--- src/rtl/fetch_unit.sv ---
// Instruction fetch stage: owns the PC, latches the memory word into ir, and handles stall/jump/halt.
// Optional macro FETCH_BOUND_EN: a fetch at PC_LAST halts just like a HALT opcode does.
module fetch_unit #(
    parameter int unsigned            INSTRUCTION_WIDTH = 40,
    parameter int unsigned            PC_WIDTH          = 5,
    parameter logic [7:0]             HALT_OPCODE       = 8'hFF,
    parameter logic [PC_WIDTH-1:0]    PC_LAST           = 5'd31
) (
    input  logic                         clk,
    input  logic                         rst,
    output logic [PC_WIDTH-1:0]          pc,
    input  logic [INSTRUCTION_WIDTH-1:0] instruction,
    input  logic                         stall,
    input  logic                         jump_en,
    input  logic [PC_WIDTH-1:0]          jump_addr,
    output logic [INSTRUCTION_WIDTH-1:0] ir,
    output logic [PC_WIDTH-1:0]          ir_pc,
    output logic                         ir_valid,
    output logic                         halted,
    output logic [15:0]                  fetch_count
);

    // state | meaning
    // RUN   | fetching: jump > stall > normal fetch
    // HALT  | fetch stopped; only a jump (or reset) leaves
    typedef enum logic {RUN = 1'b0, HALT = 1'b1} state_t;

`ifdef FETCH_BOUND_EN
    localparam logic BOUND_EN = 1'b1;
`else
    localparam logic BOUND_EN = 1'b0;
`endif

    state_t                         state, state_nx;
    logic [PC_WIDTH-1:0]            pc_nx, ir_pc_nx;
    logic [INSTRUCTION_WIDTH-1:0]   ir_nx;
    logic                           ir_valid_nx, halted_nx, halt_hit;
    logic [15:0]                    fetch_count_nx;

    always_ff @(posedge clk) begin
        if (rst) state <= RUN;
        else     state <= state_nx;
    end

    always_comb begin
        state_nx       = state;
        pc_nx          = pc;
        ir_nx          = ir;
        ir_pc_nx       = ir_pc;
        ir_valid_nx    = ir_valid;
        halted_nx      = halted;
        fetch_count_nx = fetch_count;
        halt_hit       = (instruction[INSTRUCTION_WIDTH-1 -: 8] == HALT_OPCODE) ||
                         (BOUND_EN && (pc == PC_LAST));
        case (state)
            RUN: begin
                halted_nx = 1'b0;
                if (jump_en) begin
                    pc_nx       = jump_addr;
                    ir_valid_nx = 1'b0;
                end else if (!stall) begin
                    ir_nx          = instruction;
                    ir_pc_nx       = pc;
                    ir_valid_nx    = 1'b1;
                    fetch_count_nx = (fetch_count == 16'hFFFF) ? fetch_count
                                                               : fetch_count + 16'd1;
                    // A halting word is still delivered; the PC just stops on it.
                    if (halt_hit) state_nx = HALT;
                    else          pc_nx    = pc + PC_WIDTH'(1);
                end
            end
            HALT: begin
                ir_valid_nx = 1'b0;
                if (jump_en) begin
                    pc_nx     = jump_addr;
                    halted_nx = 1'b0;
                    state_nx  = RUN;
                end else begin
                    halted_nx = 1'b1;
                end
            end
            default: state_nx = RUN;
        endcase
    end

    always_ff @(posedge clk) begin
        if (rst) begin
            pc          <= '0;
            ir          <= '0;
            ir_pc       <= '0;
            ir_valid    <= 1'b0;
            halted      <= 1'b0;
            fetch_count <= '0;
        end else begin
            pc          <= pc_nx;
            ir          <= ir_nx;
            ir_pc       <= ir_pc_nx;
            ir_valid    <= ir_valid_nx;
            halted      <= halted_nx;
            fetch_count <= fetch_count_nx;
        end
    end

endmodule

--- config.mk ---
export PLATFORM = sky130hd
export DESIGN_NAME = fetch_unit
export DESIGN_NICKNAME = d
export VERILOG_FILES = /design/src/rtl/fetch_unit.sv
export SDC_FILE = /design/constraint.sdc
export NUM_CORES = 1
export LEC_CHECK = 0
export ABC_AREA = 1
export CAP_MARGIN = 20
export CORE_MARGIN = 2
export CORE_UTILIZATION = 30
export CTS_BUF_LIST = sky130_fd_sc_hd__clkbuf_4 sky130_fd_sc_hd__clkbuf_8 sky130_fd_sc_hd__clkbuf_16
export DETAILED_ROUTE_END_ITERATION = 8
export HOLD_SLACK_MARGIN = 0.1
export PLACE_DENSITY = 0.6
export SLEW_MARGIN = 20
export SYNTH_ARGS = -nofsm -noshare
export SYNTH_HDL_FRONTEND = slang
export SYNTH_SLANG_ARGS = --single-unit
--- constraint.sdc ---
create_clock -name clk -period 1.8 [get_ports clk]
set_clock_uncertainty 0.15 [all_clocks]
set_input_delay 0.18 -clock clk [delete_from_list [all_inputs] [get_ports clk]]
set_output_delay 0.18 -clock clk [all_outputs]
set_load 0.02 [all_outputs]
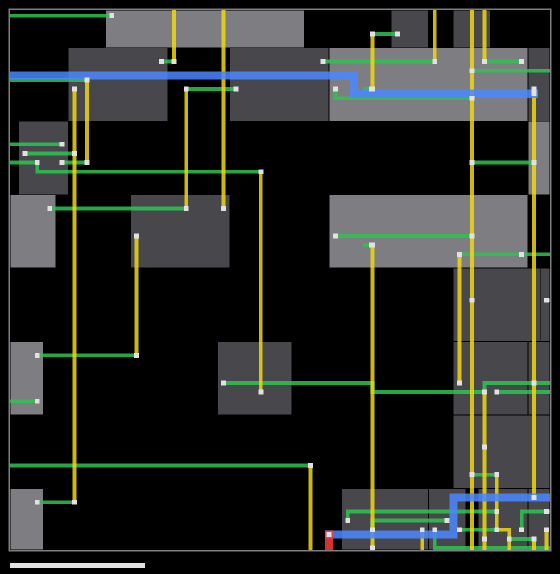
Fig. 1. Close-up of the layout.
The bar under the picture is 5 um long. Window x 42 to 62, y 63 to 83 um. Cells in gray, sequential cells in the stronger gray; small squares are vias.
green -> met1
blue -> met3
yellow -> met2
red -> met4
most frequent = dfxtp_1 (3), clkdlybuf4s50_1 (3)
netlist names of flops here include = `ir` (2), `fetch_count` (1)
cells with their middle in the window = 15
sequential cells in the window = 3

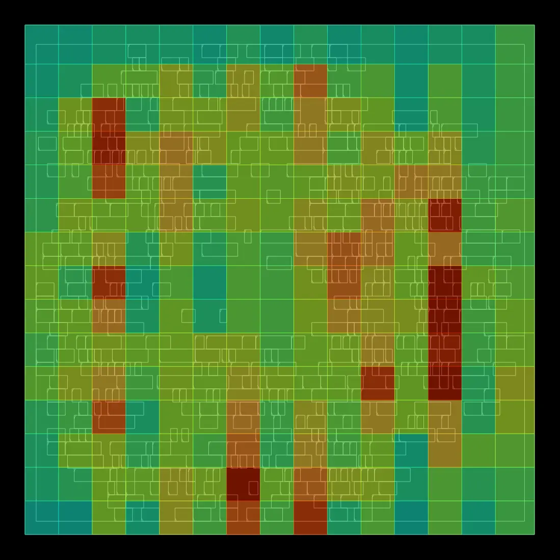
Fig. 2. Routing congestion map.
met2 GRT Util: 0.274
met3 Use GR: 0.0512

==> flow_summary_export.csv <==
group,metric,value,unit
outcome,outcome,"finished, final reports clean",
yosys,syn-num-nets,473,
pwr,maxPowerGroup,"registers",
grt,grt_pass1_wl,14.2,mm
finish,n_antenna_cell,0,
clock_network,post_cts_buffers,0,
pwr,ir_drop,0.477,mV
pwr,p_int,2570,uW
place,place_area,4460,um^2
place,gp_congestion,0.805,
worst_setup_path,arrival,1.41,ns
route,wl_met1,3.84,mm
finish,drive_gt1_frac,0.116,
clock_network,cts_buffers,9,
hold_path,hp-class,"in2reg",
clock_network,ctsResizeCount,2,
finish,largest_register,"ir",
yosys,area_leaders,"dfxtp_1 45%, nor2_1 14%, o21ai_0 8.9%",
finish,num-nonclk-inverters,29,
die,fp_util,0.309,
yosys,postSynthCellCount,422,
worst_setup_path,worstSetupStartpoint,"fetch_count[0]$_SDFFE_PP0P_",
timing,hold_viol,0,
grt,grt.overflow.total,0,
finish,combAreaFraction,0.310,
yosys,netlist.top_cell.by_area,"dfxtp_1",
pwr,pwr_density_cell,753,nW/um^2
yosys,netlist.area_leader.share,0.455,
worst_setup_path,reg2reg_to,"fetch_count[3]$_SDFFE_PP0P_",
grt,gr-usage-all-layers,0.161,
finish,lay_top_cells,"114 x nor2_1, 110 x clkdlybuf4s50_1, 69 x dfxtp_1",
route,drt_wl_total,8.64,mm
pwr,p_comb,621,uW
route,wl_met2,4.15,mm
finish,fillers,1041,
route,drtIter0Drc,82,
place,io_buffer_count,116,
finish,fin_area,4670,um^2
timing,setup_viol,0,
finish,logic_gates,304,
clock_network,root_buffer,"clkbuf_8",
worst_setup_path,worstSetupEndpointType,"output pin",
hold_path,hold_start,"instruction[10]",
grt,grt_pass1_vias,2999,
finish,comb_area,1450,um^2
finish,seqAreaFraction,0.296,
finish,clk_share,0.0418,
die,die_h,105,um
worst_setup_path,crit_end,"fetch_count[0]",
route,vias_per_cell,4.50,
finish,nets,604,
worst_setup_path,crit_type,"reg2out",
pwr,pwr-share-comb,0.177,
route,drtAntennaViolNets,0,
clock_network,hold_buffers,0,
flow_run,drv_cap,0,
clock_network,clk_path_buf_depth,2,
pwr,power.total,3520,uW
pwr,p_seq,1650,uW
timing,rsz0062_at_grt,"false",
place,dp.cells,675,
route,drtPass1Iterations,4,
clock_network,cts_tree,"built",
finish,final_common_cell,"nor2_1",
route,via_count,3107,
worst_setup_path,r2r_start,"fetch_count[0]$_SDFFE_PP0P_",
pwr,p_sw,944,uW
finish,flops,69,
timing,finalCriticalPeriod,1.74,ns
finish,buffer_area_frac,0.294,
place,dp_hpwl,6.46,mm
finish,largest_reg_flops,40,
finish,instances_no_fill,691,
yosys,synth_flops,69,
hold_path,min_to,"ir[10]$_SDFFE_PP0P_",
worst_setup_path,r2r_cells,9,
die,rows,36,
yosys,ys_cells,422,
clock_network,clk_latency,0.34,ns
## cell usage after synthesis (all sizes together)
| library cell | n |
|---|---|
| o21ai | 55 |
| o22ai | 1 |
| buf | 11 |
| inv | 29 |
| xor2 | 4 |
| nand2 | 75 |
| nand4 | 5 |
| nor3 | 2 |
| ha | 2 |
| xnor2 | 1 |
| nand3 | 18 |
| clkbuf | 9 |
| dfxtp | 69 |
| nor2 | 119 |
| a21oi | 19 |
| nand3b | 3 |
## kinds of logic after synthesis
logic type / count (synthesis) / synth area share
compound gates: 75 / 0.136
xor+xnor: 5 / 0.0144
fa+ha+maj: 2 / 0.00824
buf+inv: 49 / 0.0717
flops: 69 / 0.455
simple gates: 222 / 0.315
## critical path: stages (launching register included)
cell             delay (ns)
dfxtp_1                0.35
buf_4                  0.13
clkdlybuf4s50_1        0.59
Power is estimated from default activity; no workload was simulated.
